**Supply network**

The bar under the picture is 50 µm long. Pins as bars on the die edge.
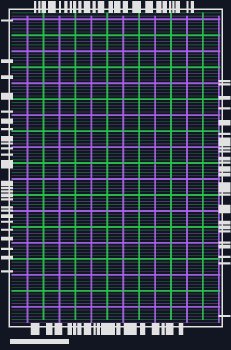
**Placed cells, one color a class**

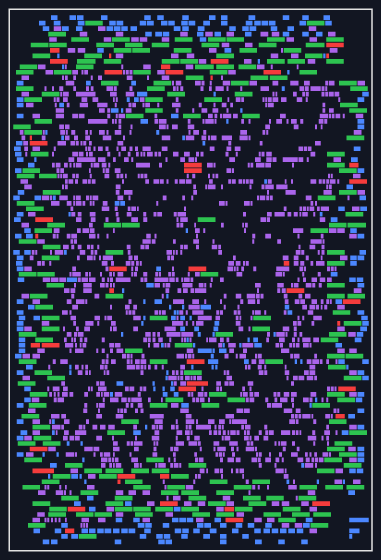
**Clock network drawn from the DEF**

The bar under the picture is 50 µm long.
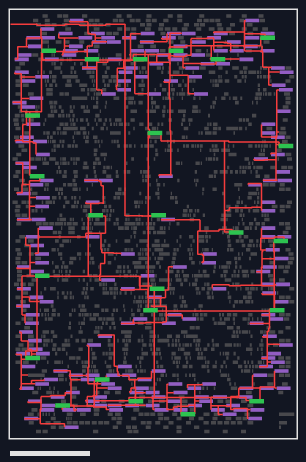
===== src/rtl/cmp_ext_pipe_if.sv =====
// Valid/ready bus for cmp_ext_pipe: operand/op/tag request side and result/flags response side.
interface cmp_ext_pipe_if #(
  parameter int WIDTH = 64,
  parameter int TAG_W = 5
);
  logic             in_valid;
  logic             in_ready;
  logic [WIDTH-1:0] in_a;
  logic [WIDTH-1:0] in_b;
  logic             in_uns;
  logic [1:0]       in_op;
  logic [TAG_W-1:0] in_tag;
  logic             out_valid;
  logic             out_ready;
  logic [WIDTH-1:0] out_res;
  logic             out_lt;
  logic             out_eq;
  logic             out_gt;
  logic             out_ovf;
  logic [TAG_W-1:0] out_tag;

  modport slave (
    input  in_valid, in_a, in_b, in_uns, in_op, in_tag, out_ready,
    output in_ready, out_valid, out_res, out_lt, out_eq, out_gt, out_ovf, out_tag
  );

  modport master (
    output in_valid, in_a, in_b, in_uns, in_op, in_tag, out_ready,
    input  in_ready, out_valid, out_res, out_lt, out_eq, out_gt, out_ovf, out_tag
  );
endinterface


===== src/rtl/cmp_ext_pipe.sv =====
// Two-stage signed/unsigned compare, min/max/sub unit with valid/ready flow control.
// Optional equal-result handshake counter enabled by defining CMP_EQCNT_EN.
module cmp_ext_pipe #(
  parameter int WIDTH = 64,
  parameter int TAG_W = 5
) (
  input  logic          clk,
  input  logic          reset_n,
  cmp_ext_pipe_if.slave bus
`ifdef CMP_EQCNT_EN
  ,
  output logic [15:0]   eq_cnt,
  input  logic          eq_cnt_clr
`endif
);

  typedef enum logic [1:0] {
    OP_PASS = 2'b00,
    OP_MIN  = 2'b01,
    OP_MAX  = 2'b10,
    OP_SUB  = 2'b11
  } op_e;

  logic             v1, v2;
  logic [WIDTH:0]   a1, b1;
  logic             uns1;
  op_e              op1;
  logic [TAG_W-1:0] tag1;

  logic [WIDTH-1:0] res2;
  logic             lt2, eq2, gt2, ovf2;
  logic [TAG_W-1:0] tag2;

  logic             adv2, acc;
  logic [WIDTH:0]   a_x, b_x;
  logic [WIDTH+1:0] d;
  logic             lt_c, eq_c, gt_c, ovf_c;
  logic [WIDTH-1:0] res_c;

  assign adv2         = ~v2 | bus.out_ready;
  assign bus.in_ready = ~v1 | adv2;
  assign acc          = bus.in_valid & bus.in_ready;

  // Mode-dependent extension gives one extra bit so both modes compare as signed.
  assign a_x = {~bus.in_uns & bus.in_a[WIDTH-1], bus.in_a};
  assign b_x = {~bus.in_uns & bus.in_b[WIDTH-1], bus.in_b};

  always_comb begin
    d     = {a1[WIDTH], a1} - {b1[WIDTH], b1};
    lt_c  = d[WIDTH+1];
    eq_c  = (a1 == b1);
    gt_c  = ~lt_c & ~eq_c;
    res_c = a1[WIDTH-1:0];
    case (op1)
      OP_MIN:  res_c = lt_c ? a1[WIDTH-1:0] : b1[WIDTH-1:0];
      OP_MAX:  res_c = gt_c ? a1[WIDTH-1:0] : b1[WIDTH-1:0];
      OP_SUB:  res_c = d[WIDTH-1:0];
      default: res_c = a1[WIDTH-1:0];
    endcase
    // d always fits WIDTH+1 bits, so signed overflow reduces to the top two bits disagreeing.
    ovf_c = (op1 == OP_SUB) & (uns1 ? lt_c : (d[WIDTH] ^ d[WIDTH-1]));
  end

  always_ff @(posedge clk or negedge reset_n) begin
    if (!reset_n) begin
      v1   <= 1'b0;
      a1   <= '0;
      b1   <= '0;
      uns1 <= 1'b0;
      op1  <= OP_PASS;
      tag1 <= '0;
    end else if (acc) begin
      v1   <= 1'b1;
      a1   <= a_x;
      b1   <= b_x;
      uns1 <= bus.in_uns;
      op1  <= op_e'(bus.in_op);
      tag1 <= bus.in_tag;
    end else if (v1 & adv2) begin
      v1 <= 1'b0;
    end
  end

  always_ff @(posedge clk or negedge reset_n) begin
    if (!reset_n) begin
      v2   <= 1'b0;
      res2 <= '0;
      lt2  <= 1'b0;
      eq2  <= 1'b0;
      gt2  <= 1'b0;
      ovf2 <= 1'b0;
      tag2 <= '0;
    end else if (adv2) begin
      v2 <= v1;
      if (v1) begin
        res2 <= res_c;
        lt2  <= lt_c;
        eq2  <= eq_c;
        gt2  <= gt_c;
        ovf2 <= ovf_c;
        tag2 <= tag1;
      end
    end
  end

  assign bus.out_valid = v2;
  assign bus.out_res   = res2;
  assign bus.out_lt    = lt2;
  assign bus.out_eq    = eq2;
  assign bus.out_gt    = gt2;
  assign bus.out_ovf   = ovf2;
  assign bus.out_tag   = tag2;

`ifdef CMP_EQCNT_EN
  always_ff @(posedge clk or negedge reset_n) begin
    if (!reset_n) begin
      eq_cnt <= '0;
    end else if (eq_cnt_clr) begin
      eq_cnt <= '0;
    end else if (v2 & bus.out_ready & eq2 & (eq_cnt != '1)) begin
      eq_cnt <= eq_cnt + 16'd1;
    end
  end
`endif

endmodule


===== src/flat_wrapper.sv =====
// flat-port wrapper written by rule: the top's interface ports become plain ports
module cmp_ext_pipe_flat 
#(
  parameter int WIDTH = 64,
  parameter int TAG_W = 5
)
  (clk, reset_n, bus_in_valid, bus_in_a, bus_in_b, bus_in_uns, bus_in_op, bus_in_tag, bus_out_ready, bus_in_ready, bus_out_valid, bus_out_res, bus_out_lt, bus_out_eq, bus_out_gt, bus_out_ovf, bus_out_tag);
  cmp_ext_pipe_if #(.WIDTH(WIDTH), .TAG_W(TAG_W)) bus_i ();
  input  logic clk;
  input  logic reset_n;
  input wire logic [$bits(bus_i.in_valid)-1:0] bus_in_valid;
  input wire logic [$bits(bus_i.in_a)-1:0] bus_in_a;
  input wire logic [$bits(bus_i.in_b)-1:0] bus_in_b;
  input wire logic [$bits(bus_i.in_uns)-1:0] bus_in_uns;
  input wire logic [$bits(bus_i.in_op)-1:0] bus_in_op;
  input wire logic [$bits(bus_i.in_tag)-1:0] bus_in_tag;
  input wire logic [$bits(bus_i.out_ready)-1:0] bus_out_ready;
  output wire logic [$bits(bus_i.in_ready)-1:0] bus_in_ready;
  output wire logic [$bits(bus_i.out_valid)-1:0] bus_out_valid;
  output wire logic [$bits(bus_i.out_res)-1:0] bus_out_res;
  output wire logic [$bits(bus_i.out_lt)-1:0] bus_out_lt;
  output wire logic [$bits(bus_i.out_eq)-1:0] bus_out_eq;
  output wire logic [$bits(bus_i.out_gt)-1:0] bus_out_gt;
  output wire logic [$bits(bus_i.out_ovf)-1:0] bus_out_ovf;
  output wire logic [$bits(bus_i.out_tag)-1:0] bus_out_tag;
  assign bus_i.in_valid = bus_in_valid;
  assign bus_i.in_a = bus_in_a;
  assign bus_i.in_b = bus_in_b;
  assign bus_i.in_uns = bus_in_uns;
  assign bus_i.in_op = bus_in_op;
  assign bus_i.in_tag = bus_in_tag;
  assign bus_i.out_ready = bus_out_ready;
  assign bus_in_ready = bus_i.in_ready;
  assign bus_out_valid = bus_i.out_valid;
  assign bus_out_res = bus_i.out_res;
  assign bus_out_lt = bus_i.out_lt;
  assign bus_out_eq = bus_i.out_eq;
  assign bus_out_gt = bus_i.out_gt;
  assign bus_out_ovf = bus_i.out_ovf;
  assign bus_out_tag = bus_i.out_tag;
  cmp_ext_pipe #(.WIDTH(WIDTH), .TAG_W(TAG_W)) u_core (.clk(clk), .reset_n(reset_n), .bus(bus_i));
endmodule

===== config.mk =====
export PLATFORM = sky130hd
export DESIGN_NAME = cmp_ext_pipe_flat
export DESIGN_NICKNAME = d
export VERILOG_FILES = /design/src/rtl/cmp_ext_pipe_if.sv /design/src/rtl/cmp_ext_pipe.sv /design/src/flat_wrapper.sv
export SDC_FILE = /design/constraint.sdc
export NUM_CORES = 1
export LEC_CHECK = 0
export CORE_ASPECT_RATIO = 1.5
export CORE_UTILIZATION = 31
export DETAILED_ROUTE_END_ITERATION = 8
export GPL_TIMING_DRIVEN = 0
export MAX_ROUTING_LAYER = met4
export PLACE_DENSITY_LB_ADDON = 0.08
export RECOVER_POWER = 50
export SYNTH_ARGS = -nofsm -noshare
export SYNTH_HDL_FRONTEND = slang
export SYNTH_SLANG_ARGS = --single-unit

===== constraint.sdc =====
create_clock -name clk -period 3.84 [get_ports clk]
set_input_delay 0.768 -clock clk [delete_from_list [all_inputs] [get_ports clk]]
set_output_delay 0.768 -clock clk [all_outputs]
set_load 0.05 [all_outputs]

==> changes_impl.md <==
### Implementation results

- Core Area: 46850 µm²
- Gate power share: 56.5%
- Syn_area_per_cell: 8.793 µm²
- Buf/Inv on CP: 4
- Final total power: 13.43 mW
- Relative slew slack: -93.30%
- Sequential share of power: 24.7%
- Chip Area: 48430 µm²
- Post-route ant nets: 0
- Io pins: 215
- Final GP Congestion: 0.9589
- Routed met2 length: 37.92 mm
- DRT Pass-1 Iters: 5
- Max-cap violations: 1
- Adder Share, Synth: 5.655%
- First-pass GRT wire length: 104.7 mm
- Busiest layer in global routing: met2
- Top Layer Used: met4
- Number of stages on the worst setup path: 8
- Non-filler instance count after layout: 2534
- Area leader, netlist: dfrtp_1
- Critical Path End: u_core.bus.out_res[26]$_DFFE_PN0P_
- Post-CTS Setup Repair Bufs: 8
- Clock transition at the registers of the reported paths: 0.06 ns
- Worst hold start: u_core.tag1[0]$_DFFE_PN0P_
- # H-tree levels: 1
- Logic Gate Count: 1255
- Final WS setup: -0.01741 ns
- CTS tree: built
- Clock sinks: 213
- WP data required: 4.32 ns
- Comb/total area: 47.07%
- Crit Path Max Fanout: 10
- Run status: complete, but fails checks
- Layout Utilization: 40.84%
- Synthesized area: 14740 µm²
- Hold endpoint: u_core.bus.out_tag[0]$_DFFE_PN0P_
- Register share after synthesis: 36.17%
- Cell Area, Placed: 17680 µm²
- Final setup fails: 1
- Power Combinational: 7.59 mW
- Post-synth top cells: dfrtp_1 (213), nand2_1 (179), a21oi_1 (153)
- Tot GR Track Use: 31.08%
- First DRT Iteration DRCs: 1113
- # DRC: 0
- Ys flops: 213
- Seq power: 3.32 mW
- CLK BUF: 36
- FF-to-FF End: u_core.bus.out_res[37]$_DFFE_PN0P_
- Area occupied by registers: 5335 µm²
- Synth Net Count: 1882
- Seq_cells: 213
- Worst-path cell chain: dlygate4sd3_1, nand2b_1, and2_1, clkbuf_1, clkdlybuf4s15_1, buf_1, o211ai_1, nand3_1
- Ys async rst share: 100.0%
- Mapped Cells: 1676
- Final Max Slew Viols: 105
- Peak Freq: 259.2 MHz
- Worst Hold Class: reg2reg
- Logic area: 9006 µm²
- Slowest Stage Delay on Critical Path: 0.91 ns
- Rows: 97
- Met1 Use GR: 33.69%
- Inst Count DP: 2486
- Slowest CP cell: clkdlybuf4s15_1
- Pre-CTS setup slack: -1.210 ns
- Failing checks: capacitance limit, slew limit, setup timing
-- 'supply network' (at the start) --
VSS: marked purple. VDD: marked green.
215 signal pins sit on the boundary. 13 straps on met4. 98 met1 rails follow the rows.

-- 'placed cells, one color a class' (at the start) --
remaining buffers and delay cells: marked blue, cells 328. registers: marked green, cells 213. clock drivers and dummy loads: marked red, cells 44. remaining logic cells: marked purple, cells 1351.

-- 'clock network drawn from the DEF' (at the start) --
flip-flops: marked purple, count 213. clock-net drivers: marked green, count 24. clock wires: marked red, length 3780 µm.
There are 25 routed clock nets. Position of the flops: spread over the die.
Setup Skew: 0.03301 ns
Clk pwr share: 18.7%
clk pwr: 2.52 mW

Power and IR drop assume default switching activity.
